==> run_1/m2.png <==
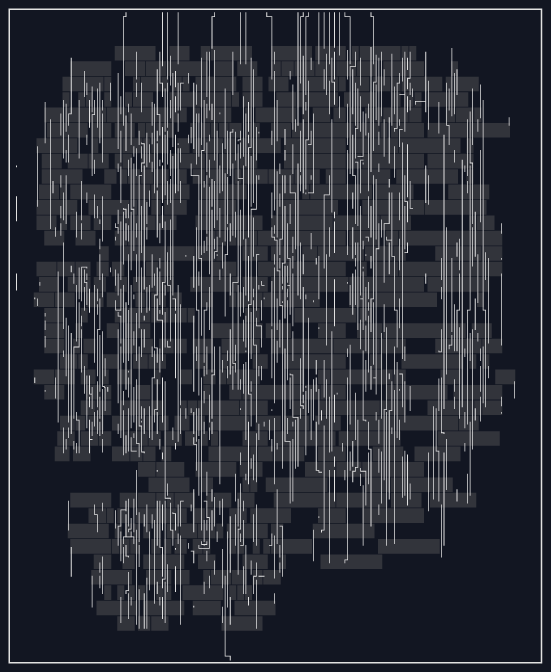
==> run_1/class_map.png <==
Scale bar: 20 um.
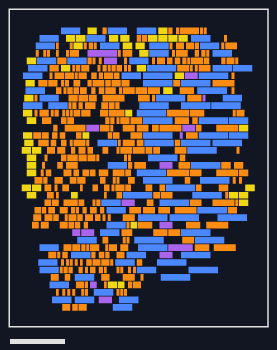
==> run_1/placed.png <==
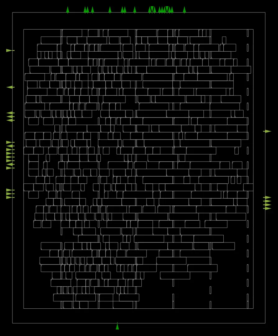
==> run_1/clock_wires.png <==
Scale bar: 20 um.
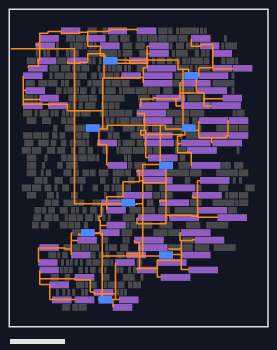
Design ps2_key_event_ctrl_flat, sky130hd; sources not shown.
==> GITHUB_STEP_SUMMARY, run 1 <==
## Synthesis and layout report

| Metric | Value |
|---|---|
| Antenna Violating Nets Remaining | 0 |
| Num CTS Buffers | 9 |
| Post-CTS Hold Buffers | 0 |
| FFs w/ async S/R, synth | 0% |
| P_leak | 0.00179 uW |
| Register share after synthesis | 42.9% |
| Worst Path Required | 9.15 ns |
| Post-CTS sizing | 0 |
| Count leader, synth | nor2_1 |
| CTS Root Buffer Type | clkbuf_8 |
| Max cap viols | 0 |
| Endpoints failing setup | 0 |
| Synth flops | 88 |
| Max incr delay on CP | 0.79 ns |
| R2r setup slk | 5.41 ns |
| Gr usage total | 21.5% |
| Slowest cell on crit path | clkdlybuf4s50_1 |
| First-pass GRT wire length | 18.4 mm |
| RSZ-0062 raised after global routing | false |
| Die Width | 93.7 um |
| GPL Wtd Cong | 0.831 |
| Buf+Inv Stages, Crit Path | 3 |
| Cells on worst reg2reg path | 14 |
| CP top delay family | buffers and inverters |
| CP Capture Type | register |
| Layout Area Growth over Synthesis | 11.7% |
| Post-Syn Instances | 485 |
| CP Launch Type | primary input |
| Worst EP arrival | 5.81 ns |
| Critical Path Stages | 18 |
| Worst-path clk slew | 0.08 ns |
| Die Area | 10800 sq um |
| Synth area leader | edfxtp_1 |
| Relative max-transition margin | 32.9% |
| Cycle use final | 62.4% |
| Main area contributors | edfxtp_1 24%, dfxtp_1 19%, nor4_2 6.0% |
| Dpl ws | 3.02 ns |
| CP max FO | 51 |
| Placed instance count | 609 |
| Core Density at Floorplan | 57.3% |
| Fin Hold WS | 0.400 ns |
| OpenROAD warning count | 26 |
| DP Area | 5410 sq um |
| Status | finished clean |
| Nets@finish | 520 |
| Pin count of the biggest net entering global routing | 52 |
About m2.png:
main direction = vertical
wire length on this layer = 5620 um
vias: 3745
GR Util met2: 36.5%
final wirelength: 10.6 mm

About class_map.png:
blue -> registers  # cells 88
yellow -> remaining buffers and delay cells  # cells 44
orange -> remaining logic cells  # cells 357
purple -> clock drivers and dummy loads  # cells 16
core box area: 8800 sq um
fin util: 64.0%

About placed.png:
Row Count: 38
Fill cells: 701
non-filler cells, final: 625
Tapcell Cnt: 120

About clock_wires.png:
purple -> flip-flops  # count 88
orange -> clock wires  # length 1050 um
blue -> clock-net drivers  # count 9
flops lie = spread over the die
routed clock nets = 10
Clk pwr share: 37.4%
Clock Power: 297 uW
Late-Pin Clk Latency: 0.37 ns

[run 1: power by group through the flow]
stage	combinational [uW]	sequential [uW]	clock [uW]
floorplan	47.0	440	0
global placement	62.5	441	0
detailed placement	64.1	442	0
CTS	64.3	432	301
global route	70.6	433	320
finish	64.6	432	297
[run 1: layout by cell type (no fill, tap or decap), drive strengths merged, types with 8 or more instances in the layout]
master         synthesis  layout
o31ai                  9       9
dfxtp                 48      48
xnor2                  9       9
nand2b                11      11
clkbuf                23      11
nor4                  37      37
o21ai                  8       8
edfxtp                40      40
inv                   15      18
mux2i                 21      21
xor2                  13      13
mux4                  10      10
nor3                  11      11
nor2                  59      59
nor4b                 11      11
nand3                 10      10
nand2                 34      34
clkdlybuf4s50          0      39
a21oi                 16      16
[run 1: cell families (layout without fill, tap and decap cells)]
family,Yosys count,in the layout,synth area share [%]
xor+xnor,22,22,3.82
buf+inv,56,76,5.51
fa+ha+maj,7,7,1.89
flops,88,88,42.9
simple gates,221,221,28.4
compound gates,59,59,8.38
mux,32,32,9.10
[run 1: cell type report]
cell class / instances / area share, %
multi-input cells: 341 / 46.4
clock buffers: 11 / 2.89
clock inverters: 5 / 0.955
inverters: 16 / 1.07
flip-flops and latches: 88 / 38.4
repair buffers: 44 / 7.60
well taps: 120 / 2.67
[run 1: metal layers]
| metal | track usage, % | vias up | wire length (um) | part of all wire [%] |
|---|---|---|---|---|
| li1 | - | 1809 | - | - |
| met1 | 26.9 | 1831 | 4310 | 41 |
| met2 | 36.5 | 89 | 5620 | 53 |
| met3 | 4.71 | 16 | 462 | 4.4 |
| met4 | 8.29 | 0 | 189 | 1.8 |
| met5 | 0 | - | 0 | 0 |
==> run_1/gates.png <==
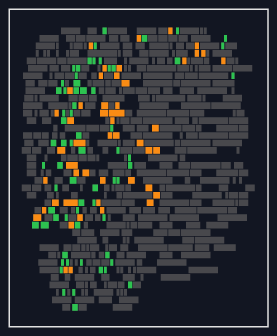

--- run 2 (diff from run 1) ---
--- a/config.mk
+++ b/config.mk
@@ -7,10 +7,10 @@
 export LEC_CHECK = 0
 export CORE_ASPECT_RATIO = 1.25
 export CORE_MARGIN = 4
-export CORE_UTILIZATION = 55
+export CORE_UTILIZATION = 53
 export CTS_BUF_LIST = sky130_fd_sc_hd__clkbuf_8 sky130_fd_sc_hd__clkbuf_16
 export DETAILED_ROUTE_END_ITERATION = 12
-export PLACE_DENSITY = 0.86
+export PLACE_DENSITY = 0.87
 export SLEW_MARGIN = 15
 export SYNTH_ARGS = -nofsm -noshare
 export SYNTH_HDL_FRONTEND = slang
==> constraint.sdc (replaced) <==
create_clock -name i_clk -period 5.05 [get_ports i_clk]
set_clock_uncertainty 0.05 [all_clocks]
set_input_delay 0.505 -clock i_clk [delete_from_list [all_inputs] [get_ports i_clk]]
set_output_delay 0.505 -clock i_clk [all_outputs]
set_load 0.02 [all_outputs]
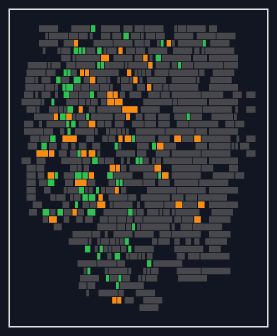
(run_2/gates.png)
green -> nand cells  # cells 66, most used nand2_1
orange -> aoi and oai cells  # cells 49, most used a21oi_1
most numerous logic cell after layout: nor2_1
non-filler cells, final: 639
logic share of the area: 44.8%

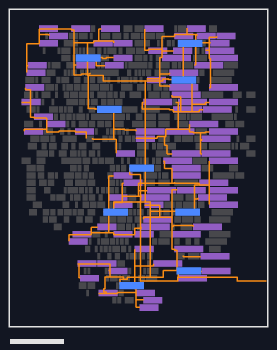
(run_2/clock_wires.png)
Scale bar: 20 um.
orange -> clock wires  # length 1050 um
purple -> flip-flops  # count 88
blue -> clock-net drivers  # count 9
flops lie = spread over the die
Clock Power: 705 uW
Clk pwr share: 44.4%
Late-Pin Clk Latency: 0.34 ns

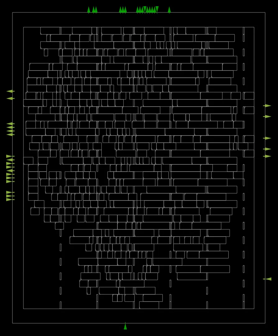
(run_2/placed.png)
Tapcell Cnt: 123
fraction of area in registers: 37.0%

==> GITHUB_STEP_SUMMARY, run 2 <==
## Synthesis and layout report

| Metric | Value |
|---|---|
| Core box area | 9220 sq um |
| Max cap viols | 0 |
| Gr busiest metal | met2 |
| Num CTS Buffers | 9 |
| Status | finished clean |
| Die Width | 95.3 um |
| Synth area leader | edfxtp_1 |
| Final wirelength | 10.9 mm |
| Worst-path clk slew | 0.07 ns |
| GPL Wtd Cong | 0.856 |
| Core Density at Floorplan | 54.7% |
| Worst EP arrival | 4.73 ns |
| Post-CTS sizing | 0 |
| Mux cell area share | 9.10% |
| CP max FO | 10 |
| M1 GR Usage | 24.9% |
| Post-Syn Instances | 485 |
| Relative max-transition margin | 37.3% |
| CP Capture Type | register |
| Count leader, synth | nor2_1 |
==> run 2: cell counts after synthesis <==
No cell type changed its count.
==> run 2: final cells by class <==
| class | instances | area [sq um] | share of cell area (%) |
|---|---|---|---|
| Multi-Input combinational cell | 341 | 2620 | 44.8 |
| Sequential cell | 88 | 2160 | 37.0 |
| Timing Repair Buffer | 55 | 523 | 8.96 |
| Clock buffer | 10 | 250 | 4.29 |
| Tap cell | 123 | 154 | 2.64 |
| Clock inverter | 6 | 70.1 | 1.20 |
| Inverter | 16 | 60.1 | 1.03 |
==> run 2: kinds of logic after synthesis <==
| family | count (synthesis) |
|---|---|
| buf+inv | 56 |
| flops | 88 |
| mux | 32 |
| compound gates | 59 |
| simple gates | 221 |
| xor+xnor | 22 |
| fa+ha+maj | 7 |
==> run 2: worst max-delay path, cell delays in order <==
cell,delay (ns)
clkdlybuf4s50_1,0.61
buf_4,0.21
xnor2_1,0.14
o22ai_1,0.13
a221oi_2,0.78
nand2_1,0.14
a31oi_1,0.23
and4_4,0.29
and3_4,0.20
o21ai_4,0.06
ha_1,0.25
ha_1,0.28
a21o_1,0.18
a21oi_1,0.17
xnor2_1,0.09
or3_1,0.31
a21oi_1,0.14
==> run 2: where the power goes <==
| part | internal [uW] | total (uW) | leakage (uW) | switching [uW] |
|---|---|---|---|---|
| Sequential | 756 | 763 | 0.000799 | 7.34 |
| Combinational | 48.5 | 119 | 0.000939 | 70.6 |
| Clock | 419 | 705 | 0.000159 | 287 |
| Total | 1220 | 1590 | 0.00190 | 364 |
==> run 2: metal layers <==
metal / wire [um] / part of all wire [%]
met1: 4310 / 40
met2: 5780 / 53
met3: 501 / 4.6
met4: 318 / 2.9
met5: 0 / 0
Power and IR drop assume default switching activity.
